Fig. 1: pin map
Scale: 8 px per µm. Pins as bars across the die edge, other pins in gray.
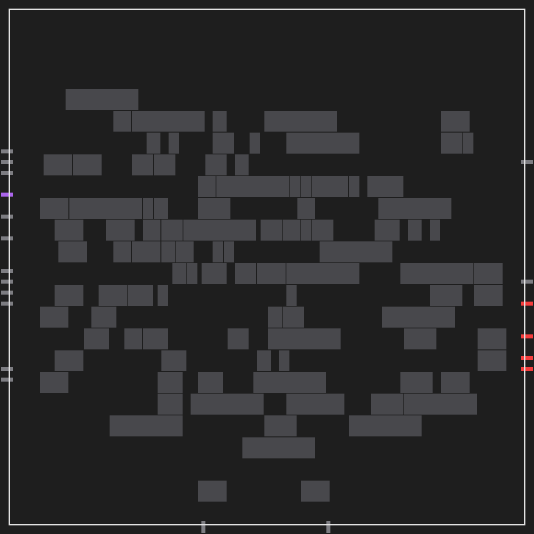
Fig. 2: met2 routing
Scale: 8 px per µm.
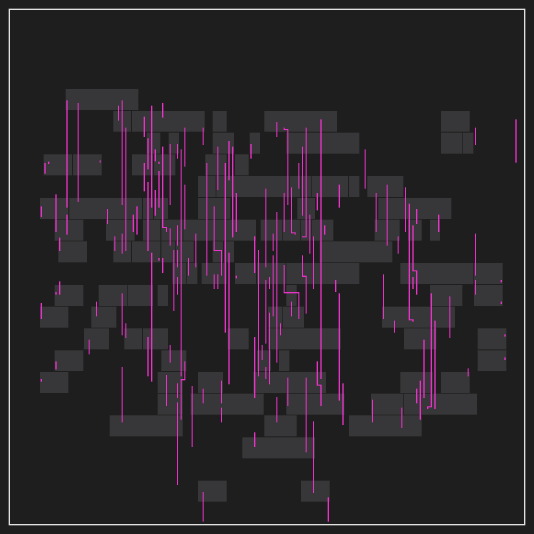
### src/rtl/y_pkg.sv
// Shared constants for the bit-serial adder/subtractor.
// FSM state encodings and the default operand width.
package y_pkg;
  localparam int Y_WIDTH = 4;

  localparam logic [1:0] IDLE = 2'd0;
  localparam logic [1:0] RUN  = 2'd1;
  localparam logic [1:0] DONE = 2'd2;
endpackage

### src/rtl/yAdder1.sv
// 1-bit full-adder cell.
// The only arithmetic element of the serial datapath.
module yAdder1 (
  output logic z,
  output logic cout,
  input  logic a,
  input  logic b,
  input  logic cin
);
  assign z    = a ^ b ^ cin;
  assign cout = (a & b) | (cin & (a ^ b));
endmodule

### src/rtl/y_serial_adder.sv
// Bit-serial add/subtract, one bit per clock through a single yAdder1.
// Define YSA_OVERFLOW_EN to add the signed-overflow output ovf.
module y_serial_adder
  import y_pkg::*;
#(
  parameter int WIDTH = Y_WIDTH
) (
  input  logic             clk,
  input  logic             reset,
  input  logic             start,
  input  logic             op,
  input  logic [WIDTH-1:0] a,
  input  logic [WIDTH-1:0] b,
  input  logic             cin,
  output logic             busy,
  output logic             done,
  output logic [WIDTH-1:0] z,
  output logic             cout
`ifdef YSA_OVERFLOW_EN
  ,
  output logic             ovf
`endif
);
  localparam int CW = $clog2(WIDTH) + 1;
  localparam logic [CW-1:0] LAST = CW'(WIDTH - 1);

  logic [1:0]       r_state;
  logic [WIDTH-1:0] r_a;
  logic [WIDTH-1:0] r_b;
  logic [WIDTH-1:0] r_z;
  logic             r_c;
  logic             r_cout;
  logic [CW-1:0]    r_cnt;
  logic             w_s;
  logic             w_co;

  yAdder1 u_add (
    .z   (w_s),
    .cout(w_co),
    .a   (r_a[0]),
    .b   (r_b[0]),
    .cin (r_c)
  );

  // Subtract is a + ~b + 1, so the carry flop doubles as the +1.
  always_ff @(posedge clk or posedge reset) begin
    if (reset) begin
      r_state <= IDLE;
      r_a     <= '0;
      r_b     <= '0;
      r_z     <= '0;
      r_c     <= 1'b0;
      r_cout  <= 1'b0;
      r_cnt   <= '0;
    end else begin
      unique case (r_state)
        IDLE: begin
          if (start) begin
            r_a     <= a;
            r_b     <= op ? ~b : b;
            r_c     <= op | cin;
            r_cnt   <= '0;
            r_state <= RUN;
          end
        end
        RUN: begin
          r_z    <= {w_s, r_z[WIDTH-1:1]};
          r_c    <= w_co;
          r_cout <= w_co;
          r_a    <= r_a >> 1;
          r_b    <= r_b >> 1;
          r_cnt  <= r_cnt + CW'(1);
          if (r_cnt == LAST)
            r_state <= DONE;
        end
        DONE: r_state <= IDLE;
        default: r_state <= IDLE;
      endcase
    end
  end

`ifdef YSA_OVERFLOW_EN
  logic r_ovf;

  // On the last RUN edge r_c is the carry into the MSB cell.
  always_ff @(posedge clk or posedge reset) begin
    if (reset)
      r_ovf <= 1'b0;
    else if (r_state == RUN)
      r_ovf <= r_c ^ w_co;
  end

  assign ovf = r_ovf;
`endif

  assign busy = (r_state == RUN);
  assign done = (r_state == DONE);
  assign z    = r_z;
  assign cout = r_cout;
endmodule

### config.mk
export PLATFORM = sky130hd
export DESIGN_NAME = y_serial_adder
export DESIGN_NICKNAME = d
export VERILOG_FILES = /design/src/rtl/y_pkg.sv /design/src/rtl/yAdder1.sv /design/src/rtl/y_serial_adder.sv
export SDC_FILE = /design/constraint.sdc
export NUM_CORES = 1
export LEC_CHECK = 0
export CAP_MARGIN = 0
export CORE_MARGIN = 2
export CORE_UTILIZATION = 25
export CTS_BUF_LIST = sky130_fd_sc_hd__clkbuf_2 sky130_fd_sc_hd__clkbuf_4 sky130_fd_sc_hd__clkbuf_8
export DETAILED_ROUTE_END_ITERATION = 10
export GPL_ROUTABILITY_DRIVEN = 0
export PLACE_DENSITY = 0.46
export SYNTH_ARGS = -nofsm -noshare
export SYNTH_HDL_FRONTEND = slang
export SYNTH_SLANG_ARGS = --single-unit
export TNS_END_PERCENT = 100
### constraint.sdc
create_clock -name clk -period 2 [get_ports clk]
set_input_delay 0.2 -clock clk [delete_from_list [all_inputs] [get_ports clk]]
set_output_delay 0.2 -clock clk [all_outputs]
set_load 0.02 [all_outputs]
==> Changelog: implementation <==
### Implementation results

* Starting Density at 26.6%
* Residual DRC at 0
* R2R Path Start: r_state[0]
* # clk buffers at 3
* Power share of the sequential group at 39.8%
* Seq/total area at 40.4%
* Clock power share at 11.6%
* Vias in the first global route at 634
* Final Total Pwr at 1.69 mW
* Ant diodes at 0
* # IOs at 20
* Detailed-placement wirelength estimate at 1380 µm
* Initial antenna violation count at 0
* Slowest cell on crit path: clkdlybuf4s50_1
* Placeable Area at 3420 µm²
* Crit path launch type: register
* Antenna-violating nets left at 0
* HP Class: input pin to async pin
* Grt met1 use at 14.5%
* Root Driver: clkbuf_4
* CP startpoint: r_state[1]
* Syn Nets at 95
* Pre-Repair DR Iteration Count at 4
* Placed Cells at 144
* Non-Clock Buffer Count at 23
* Syn Inst Count at 79
* Storage element area at 475 µm²
* Post-synth seq share at 52.4%
* Syn Std Cell Area at 907 µm²
* CP endpoint: busy
* #FFs+latches synth at 19
* Yosys warning total at 0
* Layout cells sized above 1 at 15.7%
* Period utilisation layout at 92.5%
* Critical path's largest stage delay at 0.60 ns
* Max-cap violations at 0
* Minimum clock period at 1.85 ns
* Max Fclk at 541 MHz
* CP Data Required Time at 1.80 ns
* GR peak layer: met1
* Status: complete, no violations
* Leak Pwr at 0.504 nW
* Vias per inst at 4.53
* Largest net degree at the start of global routing at 20
* Worst relative slew slack at 75.9%
* Crit path max fanout at 8
* Buffer share of cell area at 18.7%
* Met3 Track Usage GR at 4.05%
* Combinational share of power at 48.7%
* Reg2reg end: r_a[1]
* Power per cell area at 1440 nW/µm²
* Avg Inst Size Synth at 11.5 µm²
* Total grt overflow at 0
* Setup Crit Path Kind: register to primary output
* Registers at 19
* Fin Clk Skew at 0.00215 ns
* Clock transition at the registers of the reported paths at 0.11 ns
* CP Cell Sequence: nand2b_1 -> inv_2 -> clkdlybuf4s50_1
* Sw frac at 36.9%
* Crit path DAT at 1.65 ns
* # rows at 21
* Layout Cells excl Fill at 148
* Max Used Layer: met4
* DR iter-0 viols at 11
* Util after Layout at 34.5%
* First-pass GRT wire length at 3170 µm
* Ys cells at 79
* Pins Over Slew Limit at 0
* Fill cells at 361
About Fig. 1:
port	color	pins	direction	edge
z	red	4	output	east
start	purple	1	input	west
all pins by edge	12 west, 6 east, 2 south
Die Span X: 64.2 µm
chip height: 64.2 µm
I/O Buffers: 19

About Fig. 2:
main direction	vertical
wire length on this layer	764 µm
longest straight run	32.3 µm
GR Layer Usage met2: 13.7%
Post-Route WL: 1830 µm
vias: 670

-- power by group through the flow --
stage          sequential [mW]  clock (mW)  combinational [mW]
2_1_floorplan            0.717           0               0.519
3_3_place_gp             0.679           0               0.828
3_5_place_dp             0.684           0               0.837
4_1_cts                  0.676       0.209               0.839
5_1_grt                  0.693       0.236               0.918
6_report                 0.672       0.196               0.823
-- how the worst min path moves through the flow --
stage / from / endpoint / slack [ns] / cells past startpoint
after global routing: reset / r_b[2] / 0.24 / 3
after CTS: reset / z[0] / 0.21 / 3
after detailed placement: r_a[2] / r_a[2] / 0.48 / 2
after global placement: r_a[1] / r_a[1] / 0.48 / 2
final: reset / z[2] / 0.22 / 3
after floorplan: reset / cout / 0.15 / 1
-- per-stage QoR --
stage	area, µm²	setup slack [ns]	hold slack (ns)
2_1_floorplan	907	0.790	0.151
3_3_place_gp	1150	0.500	0.476
3_5_place_dp	1150	0.493	0.477
4_1_cts	1180	0.144	0.211
5_1_grt	1180	0.0711	0.239
6_report	1180	0.150	0.219
-- critical path: cells and delay by family, from the launching register on --
kind	cells	cell delay, ns
and+or+nand+nor	1	0.20
DFF	1	0.47
buffers and inverters	2	0.69
-- logic make-up after synthesis --
group,after synthesis,share of synthesized area (%)
AND/OR/NAND/NOR,18,10.1
flip-flops,19,52.4
AND-OR/OR-AND,21,16.6
XOR/XNOR,4,3.86
multiplexers,5,6.21
adder cells (fa/ha/maj),3,4.97
buffers and inverters,9,5.93
-- cell usage in the layout, fill, tap and decap left out, types with 2 or more instances in the layout --
| master | n |
|---|---|
| a21oi_1 | 2 |
| a22oi_1 | 3 |
| a2bb2oi_1 | 2 |
| buf_4 | 4 |
| clkbuf_4 | 3 |
| clkdlybuf4s50_1 | 19 |
| dfrtp_1 | 19 |
| ha_1 | 2 |
| inv_1 | 4 |
| mux2_2 | 5 |
| nand2_1 | 6 |
| nor2_1 | 4 |
| nor2b_1 | 3 |
| o21ai_0 | 6 |
| o22a_1 | 2 |
| xnor2_1 | 3 |
-- cells in the mapped netlist --
| cell | instances | area, µm² |
|---|---|---|
| o22a_1 | 2 | 17.5 |
| a22o_1 | 1 | 8.76 |
| dfrtp_1 | 19 | 475 |
| ha_1 | 2 | 25.0 |
| inv_2 | 1 | 3.75 |
| a221o_1 | 1 | 10.0 |
| fa_1 | 1 | 20.0 |
| inv_1 | 4 | 15.0 |
| a32o_1 | 1 | 10.0 |
| nand2b_1 | 1 | 6.26 |
| buf_4 | 1 | 7.51 |
| buf_6 | 2 | 22.5 |
| o21bai_2 | 1 | 11.3 |
| a31oi_1 | 1 | 6.26 |
| buf_2 | 1 | 5.00 |
| xnor2_1 | 3 | 26.3 |
| nor2_1 | 4 | 15.0 |
| o22ai_1 | 1 | 6.26 |
| nand2_1 | 6 | 22.5 |
| xor2_1 | 1 | 8.76 |
| nor2b_1 | 3 | 18.8 |
| a21oi_1 | 2 | 10.0 |
| and2b_1 | 1 | 7.51 |
| or2_2 | 1 | 6.26 |
| o21ai_0 | 6 | 30.0 |
| mux2_2 | 5 | 56.3 |
| a2bb2oi_1 | 2 | 17.5 |
| a22oi_1 | 3 | 22.5 |
| nor4b_1 | 1 | 8.76 |
| and2_1 | 1 | 6.26 |
Power is estimated from default activity; no workload was simulated.
